Fig. 1: wiring by layer
Bar = 100 µm.
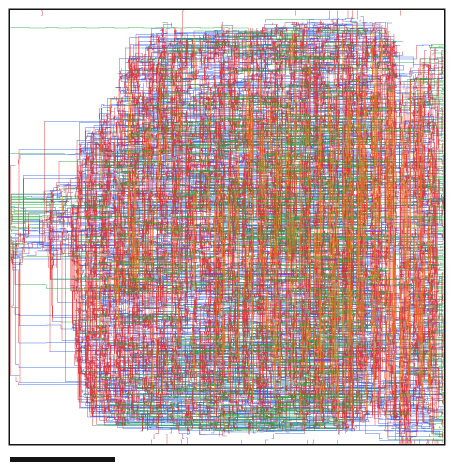
Fig. 2: placement by cell class
Bar = 100 µm. Fill, decap, tap and diode cells in gray.
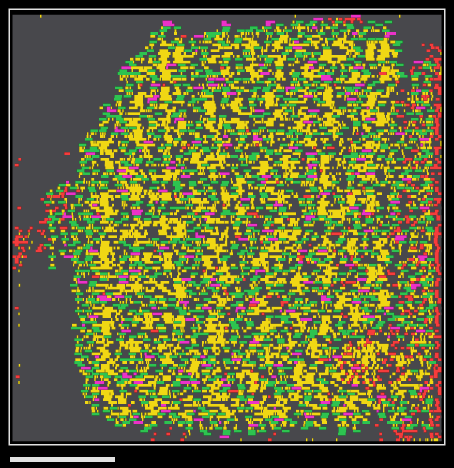
`src/rtl/decode_hazard_stage.sv`:
```
// Decode stage: bypassed register bank, main decoder, load-use/JR hazard detection,
// in-stage jump resolution and the registered ID/EX pipeline register with HALT latch.
module decode_hazard_stage #(
  parameter int NB_INST   = 32,
  parameter int NB_PC     = 32,
  parameter int NB_DATA   = 32,
  parameter int NB_REG    = 5,
  parameter int N_REGS    = 32,
  parameter int NB_OPCODE = 6
) (
  input  logic                 i_clock,
  input  logic                 i_reset,
  input  logic                 i_enable,
  input  logic                 i_valid,
  input  logic [NB_INST-1:0]   i_inst,
  input  logic [NB_PC-1:0]     i_pc,
  input  logic                 i_flush,
  input  logic                 i_wb_write,
  input  logic [NB_REG-1:0]    i_wb_addr,
  input  logic [NB_DATA-1:0]   i_wb_data,
  input  logic [NB_REG-1:0]    i_dbg_addr,
  output logic [NB_DATA-1:0]   o_dbg_data,
  output logic                 o_stall,
  output logic                 o_redirect,
  output logic [NB_PC-1:0]     o_redirect_pc,
  output logic                 o_halted,
  output logic                 o_valid,
  output logic                 o_reg_write,
  output logic                 o_mem_read,
  output logic                 o_mem_write,
  output logic                 o_mem_to_reg,
  output logic                 o_alu_src,
  output logic                 o_reg_dest,
  output logic                 o_branch,
  output logic [NB_OPCODE-1:0] o_alu_op,
  output logic [NB_DATA-1:0]   o_data_a,
  output logic [NB_DATA-1:0]   o_data_b,
  output logic [NB_DATA-1:0]   o_imm,
  output logic [NB_DATA-1:0]   o_shamt,
  output logic [NB_REG-1:0]    o_rs,
  output logic [NB_REG-1:0]    o_rt,
  output logic [NB_REG-1:0]    o_rd,
  output logic [NB_PC-1:0]     o_pc
);

  typedef enum logic {ST_RUN, ST_HALTED} state_t;

  localparam logic [5:0] OP_RTYPE = 6'b000000;
  localparam logic [5:0] OP_LW    = 6'b100011;
  localparam logic [5:0] OP_SW    = 6'b101011;
  localparam logic [5:0] OP_BEQ   = 6'b000100;
  localparam logic [5:0] OP_BNE   = 6'b000101;
  localparam logic [5:0] OP_ADDI  = 6'b001000;
  localparam logic [5:0] OP_J     = 6'b000010;
  localparam logic [5:0] OP_JAL   = 6'b000011;
  localparam logic [5:0] OP_HALT  = 6'b111111;
  localparam logic [5:0] FN_JR    = 6'b001000;
  localparam logic [5:0] FN_JALR  = 6'b001001;

  localparam logic [NB_REG:0] REG_LIMIT = (NB_REG+1)'(N_REGS);

  typedef struct packed {
    logic                 valid;
    logic                 reg_write;
    logic                 mem_read;
    logic                 mem_write;
    logic                 mem_to_reg;
    logic                 alu_src;
    logic                 reg_dest;
    logic                 branch;
    logic [NB_OPCODE-1:0] alu_op;
    logic [NB_DATA-1:0]   data_a;
    logic [NB_DATA-1:0]   data_b;
    logic [NB_DATA-1:0]   imm;
    logic [NB_DATA-1:0]   shamt;
    logic [NB_REG-1:0]    rs;
    logic [NB_REG-1:0]    rt;
    logic [NB_REG-1:0]    rd;
    logic [NB_PC-1:0]     pc;
  } idex_t;

  function automatic logic in_range(input logic [NB_REG-1:0] addr);
    return {1'b0, addr} < REG_LIMIT;
  endfunction

  state_t              state;
  idex_t               idex;
  idex_t               dec;
  idex_t               idex_next;
  logic [NB_DATA-1:0]  regs [N_REGS];

  logic [5:0]          opcode;
  logic [5:0]          funct;
  logic [NB_REG-1:0]   rs;
  logic [NB_REG-1:0]   rt;
  logic [NB_REG-1:0]   rd;
  logic [NB_DATA-1:0]  rs_val;
  logic [NB_DATA-1:0]  rt_val;
  logic [NB_DATA-1:0]  imm_ext;
  logic [NB_DATA-1:0]  shamt_ext;
  logic [NB_PC-1:0]    jump_target;

  logic known;
  logic uses_rt;
  logic jump;
  logic jump_reg;
  logic is_halt;
  logic link;
  logic [NB_REG-1:0] idex_dest;
  logic load_use;
  logic jr_hazard;
  logic load;

  assign opcode    = i_inst[31:26];
  assign funct     = i_inst[5:0];
  assign rs        = NB_REG'(i_inst[25:21]);
  assign rt        = NB_REG'(i_inst[20:16]);
  assign rd        = NB_REG'(i_inst[15:11]);
  assign imm_ext   = {{(NB_DATA-16){i_inst[15]}}, i_inst[15:0]};
  assign shamt_ext = {{(NB_DATA-5){1'b0}}, i_inst[10:6]};
  assign jump_target = {i_pc[NB_PC-1:28], i_inst[25:0], 2'b00};

  // WB data written this cycle is forwarded so the operand never sees a stale value.
  assign rs_val = (rs == '0) ? '0 :
                  (i_wb_write && i_wb_addr == rs) ? i_wb_data :
                  in_range(rs) ? regs[rs] : '0;
  assign rt_val = (rt == '0) ? '0 :
                  (i_wb_write && i_wb_addr == rt) ? i_wb_data :
                  in_range(rt) ? regs[rt] : '0;

  assign o_dbg_data = (i_dbg_addr != '0 && in_range(i_dbg_addr)) ? regs[i_dbg_addr] : '0;

  always_comb begin
    dec        = '0;
    known      = 1'b0;
    uses_rt    = 1'b0;
    jump       = 1'b0;
    jump_reg   = 1'b0;
    is_halt    = 1'b0;
    link       = 1'b0;
    dec.valid  = 1'b1;
    dec.alu_op = NB_OPCODE'(opcode);
    dec.data_a = rs_val;
    dec.data_b = rt_val;
    dec.imm    = imm_ext;
    dec.shamt  = shamt_ext;
    dec.rs     = rs;
    dec.rt     = rt;
    dec.rd     = rd;
    dec.pc     = i_pc;
    case (opcode)
      OP_RTYPE: begin
        known      = 1'b1;
        dec.alu_op = NB_OPCODE'(funct);
        if (funct == FN_JR) begin
          jump_reg = 1'b1;
        end else if (funct == FN_JALR) begin
          jump_reg      = 1'b1;
          link          = 1'b1;
          dec.reg_write = 1'b1;
          dec.reg_dest  = 1'b1;
        end else begin
          uses_rt       = 1'b1;
          dec.reg_write = 1'b1;
          dec.reg_dest  = 1'b1;
        end
      end
      OP_LW: begin
        known          = 1'b1;
        dec.reg_write  = 1'b1;
        dec.mem_read   = 1'b1;
        dec.mem_to_reg = 1'b1;
        dec.alu_src    = 1'b1;
      end
      OP_SW: begin
        known         = 1'b1;
        uses_rt       = 1'b1;
        dec.mem_write = 1'b1;
        dec.alu_src   = 1'b1;
      end
      OP_BEQ, OP_BNE: begin
        known      = 1'b1;
        uses_rt    = 1'b1;
        dec.branch = 1'b1;
      end
      OP_ADDI: begin
        known         = 1'b1;
        dec.reg_write = 1'b1;
        dec.alu_src   = 1'b1;
      end
      OP_J: begin
        known = 1'b1;
        jump  = 1'b1;
      end
      OP_JAL: begin
        known         = 1'b1;
        jump          = 1'b1;
        link          = 1'b1;
        dec.reg_write = 1'b1;
        dec.reg_dest  = 1'b1;
        dec.rd        = NB_REG'(31);
      end
      OP_HALT: begin
        known   = 1'b1;
        is_halt = 1'b1;
      end
      default: known = 1'b0;
    endcase
    // Link instructions carry the return address through the ALU as data_a + 0.
    if (link) begin
      dec.data_a = NB_DATA'(i_pc);
      dec.imm    = '0;
    end
  end

  assign idex_dest = o_reg_dest ? o_rd : o_rt;
  assign load_use  = o_valid && o_mem_read && (o_rt != '0) &&
                     ((o_rt == rs) || (uses_rt && (o_rt == rt)));
  assign jr_hazard = jump_reg && o_valid && o_reg_write && (idex_dest == rs);

  assign o_stall       = (state == ST_HALTED) || (i_valid && (load_use || jr_hazard));
  assign o_redirect    = i_valid && !o_stall && !i_flush && (jump || jump_reg);
  assign o_redirect_pc = jump ? jump_target : NB_PC'(rs_val);

  assign load      = i_valid && !i_flush && !o_stall && known;
  assign idex_next = load ? dec : '0;

  always_ff @(posedge i_clock) begin
    if (i_reset) begin
      state <= ST_RUN;
      idex  <= '0;
    end else if (i_enable) begin
      idex <= idex_next;
      if (load && is_halt) state <= ST_HALTED;
    end
  end

  always_ff @(posedge i_clock) begin
    if (i_reset) begin
      regs <= '{default: '0};
    end else if (i_enable && i_wb_write && i_wb_addr != '0 && in_range(i_wb_addr)) begin
      regs[i_wb_addr] <= i_wb_data;
    end
  end

  assign o_halted     = (state == ST_HALTED);
  assign o_valid      = idex.valid;
  assign o_reg_write  = idex.reg_write;
  assign o_mem_read   = idex.mem_read;
  assign o_mem_write  = idex.mem_write;
  assign o_mem_to_reg = idex.mem_to_reg;
  assign o_alu_src    = idex.alu_src;
  assign o_reg_dest   = idex.reg_dest;
  assign o_branch     = idex.branch;
  assign o_alu_op     = idex.alu_op;
  assign o_data_a     = idex.data_a;
  assign o_data_b     = idex.data_b;
  assign o_imm        = idex.imm;
  assign o_shamt      = idex.shamt;
  assign o_rs         = idex.rs;
  assign o_rt         = idex.rt;
  assign o_rd         = idex.rd;
  assign o_pc         = idex.pc;

endmodule

```
`config.mk`:
```
export PLATFORM = sky130hd
export DESIGN_NAME = decode_hazard_stage
export DESIGN_NICKNAME = d
export VERILOG_FILES = /design/src/rtl/decode_hazard_stage.sv
export SDC_FILE = /design/constraint.sdc
export NUM_CORES = 2
export LEC_CHECK = 0
export CORE_MARGIN = 2
export CORE_UTILIZATION = 40
export DETAILED_ROUTE_END_ITERATION = 7
export HOLD_SLACK_MARGIN = 0.12
export PLACE_DENSITY = 0.56
export SLEW_MARGIN = 30
export SYNTH_ARGS = -nofsm -noshare
export SYNTH_HDL_FRONTEND = slang
export SYNTH_SLANG_ARGS = --single-unit
```
`constraint.sdc`:
```
create_clock -name i_clock -period 8.7 [get_ports i_clock]
set_input_delay 1.305 -clock i_clock [delete_from_list [all_inputs] [get_ports i_clock]]
set_output_delay 1.305 -clock i_clock [all_outputs]
set_load 0.01 [all_outputs]
```
==> metrics.sh <==
RUN_STATUS='complete, no violations'
TIMING_MAX_TRANSITION_VIOLATIONS_FINAL=0
CRIT_ARRIVAL_NS=6.08
POWER.TOTAL_W=0.0128
DRIVE_GT1_SHARE_PCT=17.5
OVERFLOW=0
TRITONCTS='yes'
GRT.MET3_USAGE_PCT=13.2
MAX_FREQ_MHz=135
POWER.CLOCK.FRACTION_PCT=47.7
LAYOUT.NONCLK_BUF_SHARE_PCT=6.72
FINAL_AREA_UM2=76500
CLOCK_TREE.ROOT_CELL='clkbuf_16'
DETAILEDROUTE.FIRSTITERATIONVIOLATIONS=11200
SIMPLE_LOGIC_CELL_FRACTION_OF_THE_SYNTHESIZED_AREA_PCT=15.8
CORE.ROWCOUNT=149
LARGEST_CELL_CLASS='combinational gates'
CELLLEAKAGEPOWER_nW=24.9
POWER_TOP_CONSUMER='clock'
LAY_TOP_CELLS='nand2_1, dfxtp_1, a21oi_1'
PG_SEQ_W=0.00540
RR_WORST_DEPTH=8
CTS_MAX_PATH_BUFFERS=3
ANTENNA_LEFT=0
POWER.DENSITY_CELL_AREA_nW_PER_UM2=167
MULTI_INPUT_COMB_CELLS=5355
YOSYSUNIQUECELLTYPES=64
TIMING.CRITICAL_PATH.FROM_TYPE='input port'
ANTENNADIODECOUNT=9
NUMBER_OF_MAX_CAP_VIOLATIONS=0
SETUP-VIOLATIONS-FINAL=0
LAYOUT.NETS=7308
CRITICAL-PATH-MAX-STAGE-DELAY_NS=0.88
HOLD_PATH_STARTPOINT='o_data_a[12]'
AREA_SHARE_CLOCK_BUF_INV_PCT=6.10
DOMINANTREGCELLSYNTH='dfxtp_1'
SYNTHESIS_TO_FINISH_AREA_GROWTH_PCT=14.5
FIN_CRIT_NS=7.39
COUNT_OF_INSTANTIATED_CELLS_IN_THE_YOSYS_NETLIST=7343
GRT_UTIL_MET1_PCT=47.2
WHS_PATH_DEPTH=2
GP_CONGESTION=0.943
HOLD_VIOL_FINAL=0
CRITICALPATHCATEGORY='input port to primary output'
CRIT_SLOWEST_CELL='a21oi_1'
SLEW-LIMIT-HEADROOM_PCT=19.7
FA_HA_AREA_SHARE_PCT=0
COMB_CELL_POWER_W=0.00129
POSTCTSRESIZEDCELLS=0
COMBGATEAREA_UM2=40500
GRT.TOTAL_USAGE_PCT=37.7
NUM_IO_PINS=368
FLOORPLAN.TAPCELLS=2189
DETAIL_ROUTE.VIAS_PER_CELL=6.67
DP_HPWL_UM=192000
END_KIND='primary output'
SEQ_SHARE_PCT=30.6
CRIT_PATH_MAX_FANOUT=21
CRITICAL_PATH.N_BUFFERS_INVERTERS=3
WL_MET2_UM=139000
CLOCK_NET_POWER_W=0.00611
PORT_BUFFERS=340
SHARE_OF_FLIP_FLOPS_WITH_AN_ASYNCHRONOUS_SET_OR_RESET_AFTER_SYNTHESIS_PCT=0
CP.REQUIRED_NS=7.39
TIMING.CRITICAL_PATH.FROM='i_wb_addr[1]'
CRITICAL_PATH.ENDPOINT='o_redirect_pc[5]'
SWITCHING_SHARE_PCT=26.9
CORE_AREA_UM2=165000
GRTUSAGEMET2_PCT=54.1
YS_TOP_CELLS_BY_AREA='dfxtp_1, mux4_2, nand2_1'
YOSYS.AREA_SHARE.AOI_PCT=12.6
LAYOUT.AREA.SEQ_UM2=23400
POSTSYNTHSEQSHARE_PCT=35.1
SERIES_OF_CELL_INSTANCES_ALONG_THE_CRITICAL_PATH='clkdlybuf4s50_1, xor2_1, nor4_1, buf_4, and3_2, and2_0, a31oi_2, a21oi_1, clkdlybuf4s50_1'
## Picture notes: Fig. 1
Key: M5 = purple [wire length 81.9 µm]; M4 = orange [wire length 25.3 mm]; M1 = blue [wire length 117 mm]; M2 = red [wire length 139 mm]; M3 = green [wire length 47.0 mm]

## Picture notes: Fig. 2
Key: remaining logic cells = yellow [cells 5359, share of their area 55%]; clock drivers and dummy loads = magenta [cells 246, share of their area 6.3%]; registers = green [cells 1170, share of their area 32%]; remaining buffers and delay cells = red [cells 528, share of their area 7.0%]

[registers in the layout (all words and copies together) (netlist names), 5 cells and up]
name and count:
regs 1024, o_data_a 32, o_data_b 32, o_pc 32
o_imm 16, o_alu_op 6, o_rd 5, o_rs 5
o_rt 5, o_shamt 5
[Yosys cell counts (all sizes together), types with 34 or more instances]
cell type / instances
nand2: 2191
dfxtp: 1170
a21oi: 1156
mux4: 742
clkbuf: 603
mux2i: 382
buf: 237
nor2: 206
nand3: 74
o21ai: 64
o22ai: 46
a22oi: 45
o31ai: 43
a22o: 40
nor2b: 38
and2: 34
[stage by stage]
step	cells	setup slack, ns
after floorplan	7369	3.90
after global placement	9239	1.59
after detailed placement	9243	1.78
after CTS	9489	1.75
after global routing	9493	1.32
final	9501	1.31
